layer_met1.png
Bar = 20 microns. Supply wires on this layer in gray.
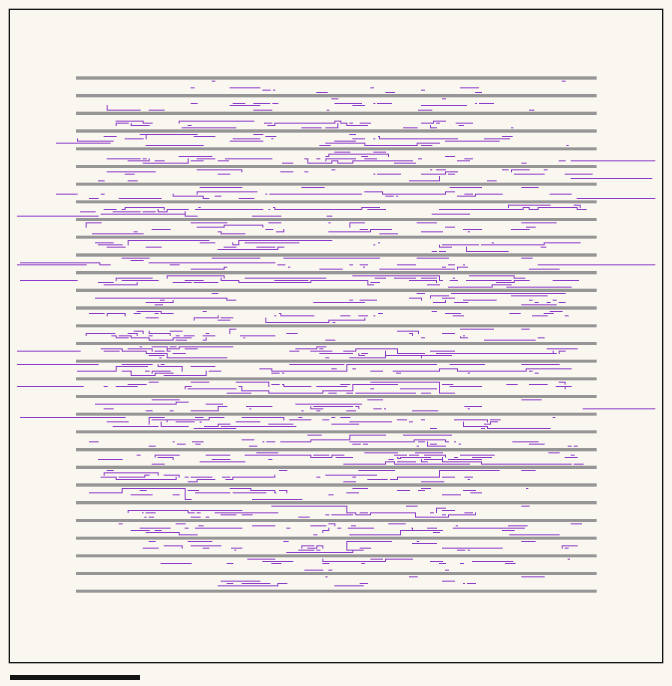
layer_met2.png
Cells faint in the background.
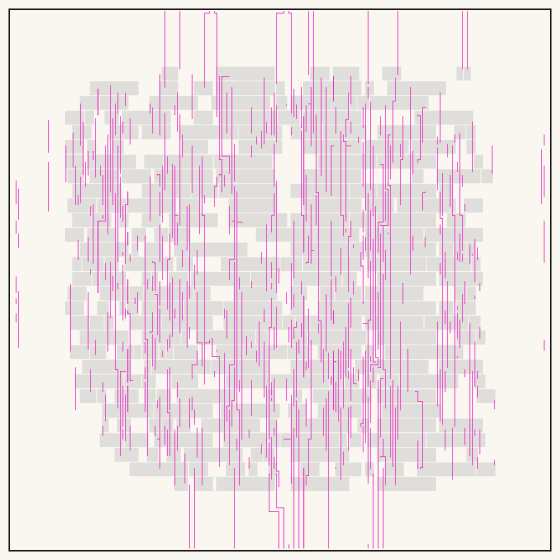
layer_met3.png
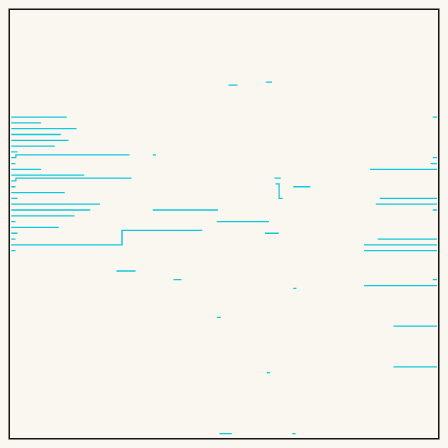
### config.mk
export PLATFORM = sky130hd
export DESIGN_NAME = ld_mem_responder
export DESIGN_NICKNAME = d
export VERILOG_FILES = /design/src/rtl/ld_mem_responder.sv
export SDC_FILE = /design/constraint.sdc
export NUM_CORES = 1
export LEC_CHECK = 0
export CAP_MARGIN = 20
export CORE_MARGIN = 10
export CORE_UTILIZATION = 58
export CTS_BUF_LIST = sky130_fd_sc_hd__clkbuf_8
export DETAILED_ROUTE_END_ITERATION = 8
export PLACE_DENSITY = 0.86
export SYNTH_ARGS = -nofsm -noshare
export SYNTH_HDL_FRONTEND = slang
export SYNTH_SLANG_ARGS = --single-unit
### constraint.sdc
create_clock -name clock -period 2.7 [get_ports clock]
set_input_delay 0.81 -clock clock [delete_from_list [all_inputs] [get_ports clock]]
set_output_delay 0.81 -clock clock [all_outputs]
set_load 0.02 [all_outputs]
### src/rtl/ld_mem_responder.sv
// Memory-side responder for the load unit. It issues word reads to a 1-cycle RAM,
// buffers the returned data and returns it as FTk_t tokens under nack back-pressure.
package pkg_en;
    parameter int WIDTH_DATA = 16;

    typedef struct packed {
        logic                  v;
        logic                  a;
        logic                  r;
        logic [1:0]            tag;
        logic [WIDTH_DATA-1:0] d;
    } FTk_t;

    typedef struct packed {
        logic       n;
        logic [1:0] tag;
    } BTk_t;
endpackage

module ld_mem_responder #(
    parameter int WIDTH_ADDR = 8,
    parameter int DEPTH_RESP = 4,
    parameter int WIDTH_DATA = pkg_en::WIDTH_DATA
) (
    input  logic                  clock,
    input  logic                  reset,
    input  logic                  I_Req,
    input  logic [1:0]            I_AccessMode,
    input  logic [WIDTH_ADDR-1:0] I_Address,
    output logic                  O_Stall,
    output logic                  O_Mem_Re,
    output logic [WIDTH_ADDR-1:0] O_Mem_Addr,
    input  logic [WIDTH_DATA-1:0] I_Mem_RData,
    output pkg_en::FTk_t          O_Ld_FTk,
    input  pkg_en::BTk_t          I_Ld_BTk,
    output logic                  O_End_Load,
    output logic                  O_Busy,
    output logic                  O_Err
);

    localparam int WIDTH_FIFO = $clog2(DEPTH_RESP);
    localparam int WIDTH_CNT  = WIDTH_FIFO + 2;
    localparam logic [WIDTH_FIFO-1:0] PTR_ONE = WIDTH_FIFO'(1);
    localparam logic [WIDTH_FIFO:0]   NUM_ONE = (WIDTH_FIFO + 1)'(1);
    localparam logic [WIDTH_CNT-1:0]  CREDITS = WIDTH_CNT'(DEPTH_RESP);

    typedef enum logic {IDLE, BURST} state_t;

    typedef struct packed {
        logic                  a;
        logic                  r;
        logic [WIDTH_DATA-1:0] d;
    } entry_t;

    entry_t                fifo [DEPTH_RESP];
    logic [WIDTH_FIFO-1:0] wr_ptr;
    logic [WIDTH_FIFO-1:0] rd_ptr;
    logic [WIDTH_FIFO:0]   num;
    logic                  in_flight;
    logic [1:0]            pend_mode;
    logic [WIDTH_ADDR-1:0] addr_q;
    state_t                state;
    logic                  err;

    logic [WIDTH_CNT-1:0]  credit_used;
    logic                  accept;
    logic                  push;
    logic                  pop;
    logic                  empty;
    entry_t                head;
    logic                  unused_btk;

    // A word in flight already owns a FIFO slot, so the credit check counts it too.
    assign credit_used = {1'b0, num} + {{(WIDTH_FIFO + 1){1'b0}}, in_flight};
    assign O_Stall     = credit_used >= CREDITS;
    assign accept      = I_Req & ~O_Stall;
    assign push        = in_flight;
    assign empty       = (num == '0);
    assign head        = fifo[rd_ptr];
    assign pop         = ~empty & ~I_Ld_BTk.n;
    assign unused_btk  = ^I_Ld_BTk.tag;

    assign O_Mem_Re   = accept;
    assign O_Mem_Addr = accept ? I_Address : addr_q;
    assign O_End_Load = pop & head.r;
    assign O_Busy     = (state == BURST) | in_flight | ~empty;
    assign O_Err      = err;

    always_comb begin
        O_Ld_FTk = '0;
        if (!empty) begin
            O_Ld_FTk.v = 1'b1;
            O_Ld_FTk.a = head.a;
            O_Ld_FTk.r = head.r;
            O_Ld_FTk.d = head.d;
        end
    end

    always_ff @(posedge clock) begin
        if (push) begin
            fifo[wr_ptr] <= '{a: pend_mode[0], r: pend_mode[1], d: I_Mem_RData};
        end
    end

    always_ff @(posedge clock or negedge reset) begin
        if (!reset) begin
            wr_ptr    <= '0;
            rd_ptr    <= '0;
            num       <= '0;
            in_flight <= 1'b0;
            pend_mode <= '0;
            addr_q    <= '0;
        end else begin
            in_flight <= accept;
            if (accept) begin
                pend_mode <= I_AccessMode;
                addr_q    <= I_Address;
            end
            if (push) begin
                wr_ptr <= wr_ptr + PTR_ONE;
            end
            if (pop) begin
                rd_ptr <= rd_ptr + PTR_ONE;
            end
            case ({push, pop})
                2'b10:   num <= num + NUM_ONE;
                2'b01:   num <= num - NUM_ONE;
                default: num <= num;
            endcase
        end
    end

    // Framing violations only raise the flag; the word itself is still serviced.
    always_ff @(posedge clock or negedge reset) begin
        if (!reset) begin
            state <= IDLE;
            err   <= 1'b0;
        end else if (accept) begin
            case (state)
                IDLE: begin
                    case (I_AccessMode)
                        2'b01:   state <= BURST;
                        2'b11:   state <= IDLE;
                        default: err   <= 1'b1;
                    endcase
                end
                BURST: begin
                    case (I_AccessMode)
                        2'b00:   state <= BURST;
                        2'b10:   state <= IDLE;
                        default: err   <= 1'b1;
                    endcase
                end
                default: state <= IDLE;
            endcase
        end
    end

endmodule
==> qor_table.md <==
| Step | Result | Reported |
| --- | --- | --- |
| drt | Remaining antenna violation count | 0 |
| status | Outcome | finished, final reports clean |
| placement | HPWL after detailed placement | 4682 microns |
| drt | Vias per cell | 5.333 |
| synth | FA/HA/MAJ Cells, Area Fraction | 0.02213 |
| run | Max-capacitance violation count | 0 |
| critical path | Kind of cell with the highest combined delay on the critical path | buffers and inverters |
| final layout | Filler cells | 384 |
| final layout | Nets | 322 |
| placement | PortBufs | 61 |
| power and ir drop | Static leakage | 0.001840 uW |
| placement | DP Area | 4502 sq um |
| synth | Mux cell area share | 0.1496 |
| drt | Routed WL | 6861 microns |
| floorplan | Area of the placeable core | 6314 sq um |
| synth | Tally of unique sky130hd cells used after synthesis | 32 |
| drt | DRT Pass-1 Iters | 4 |
| timing | # setup viols final | 0 |
| synth | Basic-gate share of the synthesized area counting and, or, nand and nor cells | 0.05298 |
| timing | Setup ws final | 0.02966 ns |
| clocking | Post-CTS Hold Fix Bufs | 0 |
| hold path | Hold/Removal Path Class | register to register |
| floorplan | Width of the die | 100.2 microns |
| global route | Antenna violations before repair | 0 |
| final layout | Most frequent cells in the layout | 72 x sky130_fd_sc_hd__edfxtp_1, 31 x sky130_fd_sc_hd__clkdlybuf4s50_1, 22 x sky130_fd_sc_hd__buf_4 |
| critical path | Data arrival time at the worst-slack endpoint | 1.86 ns |
| floorplan | Vertical die size | 100.2 microns |
| clocking | Sink count of the clock tree | 92 |
| final layout | Growth of design area from synthesis to finish | 27.33% |
| global route | GRT Total Usage | 0.1438 |
| power and ir drop | Total Power | 5332 uW |
| clocking | Max clock buf depth | 2 |
| power and ir drop | Pwr dens | 1122 nW/um^2 |
| synth | Summed instance area of the synthesized netlist | 3731 sq um |
| floorplan | FP Rows | 29 |
| synth | Ys flops | 92 |
| power and ir drop | Worst-case vdd ir drop | 0.0006880 V |
| timing | Max Fclk | 374.5 MHz |
| placement | Final estimated routing congestion in global placement | 0.7407 |
| clocking | Late-Pin Clk Latency | 0.35 ns |
| final layout | Inserted Diodes | 0 |
| critical path | CP max-delay cell | sky130_fd_sc_hd__dlygate4sd2_1 |
| clocking | Clock tree from TritonCTS | done |
| final layout | Ratio of cells with drive above 1 in the final layout | 0.3391 |
| synth | Aoi/oai-family share of the synthesized area | 0.01174 |
| synth | Syn_area_per_cell | 19.23 sq um |
| critical path | Largest fanout of any net on the critical path | 5 |
| timing | Share of the clock period used by the worst path after layout | 0.9890 |
| run | Log Warnings | 32 |
| hold path | Hold_sp | addr_q[5] |
| floorplan | Fp_density | 0.5910 |
| clocking | CTS root buf | sky130_fd_sc_hd__clkbuf_8 |
| timing | Hold Fails Final Rpt | 0 |
| global route | Maximum number of pins on one net before global-route repair | 21 |
| critical path | Cell chain of the critical path | clkdlybuf4s15_1 -> nand2_4 -> mux2_4 -> dlygate4sd2_1 |
| global route | Number of global-route vias before repair | 2183 |
| clocking | CTS buffer count | 9 |
| global route | Wire length of the first global-routing pass | 11210 microns |
| drt | DR vias | 1952 |
| floorplan | I/O Pins | 66 |
| clocking | Clock-pin slew on the worst setup and hold paths | 0.08 ns |
| synth | Synthesis area per yosys | 3731 sq um |
| synth | Mapped Cells | 194 |
| critical path | CP bufs+invs | 2 |
| synth | Xor/xnor share of the synthesized area | 0.01643 |
| synth | Cell total in the yosys stat output | 194 |
| synth | Fraction of the yosys area taken by sequential cells | 0.7136 |
| global route | GR Overflow Total | 0 |
| final layout | Most numerous logic cell after layout | sky130_fd_sc_hd__edfxtp_1 |
| clocking | H-tree levels | 3 |
| timing | Shortest clock period the worst path allows after layout | 2.670 ns |
| critical path | Setup crit end kind | output port |
| timing | Max-slew violations | 0 |
| drt | Detailed-route wire length per cell | 18.75 microns |
| drt | Number of DRC violations after detailed routing | 0 |
| critical path | Crit Path Category | input port to output port |
| critical path | Start point of the critical path | I_Req |
| critical path | Worst r2r src | num[2] |
| drt | Initial drt markers | 45 |
| critical path | Required time worst endpoint | 1.89 ns |
| timing | Setup Skew | 0.01078 ns |
| critical path | Maximum single-stage delay on the critical path | 0.32 ns |
| floorplan | Area of the chip | 10040 sq um |
| placement | Setup slack at placement | -0.5385 ns |
| final layout | Design area | 4751 sq um |
| synth | Number of synthesis warnings | 0 |
| synth | Dominant kind of combinational cell | multiplexers |
| critical path | CP Launch Type | input port |
## Picture notes: layer_met1.png
The layer holds 38% of the routed length. The layer carries 2630 microns of wire. 286 nets have wire on it. The longest straight run is 20.2 microns.

## Picture notes: layer_met2.png
The layer carries 3630 microns of wire. 287 nets have wire on it.

## Picture notes: layer_met3.png
The longest straight run is 26.9 microns. 45 nets have wire on it. The layer carries 462 microns of wire. The layer holds 6.7% of the routed length.

## final cells by class
cell class / instances / area, sq um / share of cell area
timing repair buffer: 87 / 725.7 / 0.1528
clock buffer: 10 / 137.6 / 0.02897
multi-input combinational: 83 / 977.2 / 0.2057
tap: 77 / 96.34 / 0.02028
sequential: 92 / 2666 / 0.5612
inverter: 11 / 41.29 / 0.008691
clock inverter: 6 / 106.4 / 0.02239
## worst paths after layout
path                       slack (ns)  cells past startpoint            end
min in group asynchronous        0.79                      2      addr_q[2]
max in group asynchronous        1.66                      2         num[1]
hold reg to reg                  0.51                      1      addr_q[5]
setup / recovery                 0.03                      4  O_Mem_Addr[2]
hold / removal                   0.51                      1      addr_q[5]
setup reg to reg                 0.60                     10         num[2]
## logic make-up (layout without fill, tap and decap cells)
kind of cell	count (synthesis)	after routing
DFF	92	92
and+or+nand+nor	32	33
muxes	29	29
buffers and inverters	21	114
xor gates and xnor gates	7	7
adders and majority gates	6	6
AOI/OAI and AO/OA	6	6
other	1	2
## cells in the mapped netlist (all sizes together)
cell / number / area, sq um
nor2: 2 / 10.01
mux4: 18 / 405.4
fa: 1 / 20.02
a21oi: 1 / 5.000
a31oi: 2 / 18.77
clkbuf: 2 / 7.510
o21ai: 1 / 5.000
dfrtp: 20 / 500.5
xor2: 6 / 52.55
nand2: 3 / 13.77
nor3b: 1 / 7.510
nor2b: 18 / 112.6
and2: 5 / 31.28
mux2: 10 / 142.6
edfxtp: 72 / 2162
mux2i: 1 / 10.01
nor3: 1 / 10.01
xnor2: 1 / 8.760
o21bai: 1 / 7.510
buf: 8 / 72.56
inv: 11 / 41.29
o31ai: 1 / 7.510
or3: 1 / 6.260
conb: 1 / 3.750
and3: 1 / 6.260
ha: 5 / 62.56
## flip-flops by register name, summed over array words and instances, names as in the netlist
name       cells
rd_ptr         2
O_Err          1
in_flight      1
num            3
state          1
pend_mode      2
fifo          72
addr_q         8
wr_ptr         2
## metrics by stage
| stage | setup TNS (ns) | utilization | std cells | hold WS [ns] |
|---|---|---|---|---|
| final | 0 | 0.7525 | 366 | 0.5053 |
| after global routing | -0.005660 | 0.7525 | 366 | 0.5237 |
| after CTS | -0.3008 | 0.7545 | 359 | 0.5079 |
| after detailed placement | -5.024 | 0.7130 | 340 | 0.4802 |
| after global placement | -4.883 | 0.7130 | 340 | 0.4668 |
| after floorplan | 0 | - | 195 | 0.4709 |
## metal layers
layer	up-vias	wire length (microns)	global-route usage
met5	-	0	0
met4	0	146	0.07065
met3	12	461	0.04945
met2	60	3628	0.2453
met1	974	2625	0.1560
li1	906	-	-
## power by group
group	total (uW)	internal (uW)	switching [uW]	leakage, uW
Clock	1080	635	444	0.000129
Combinational	2220	1090	1130	0.000825
Sequential	2030	1860	166	0.000886
Total	5330	3590	1750	0.00184
## timing repair
| action | in CTS | in global routing |
|---|---|---|
| gates resized | 68 | 29 |
| endpoints found under the setup margin | 29 | 25 |
| pin swaps | 1 | 2 |
| setup buffers | 2 | 7 |
| cloned | 1 | 0 |
Power figures rest on the tool's default switching activity, not on a simulated workload.
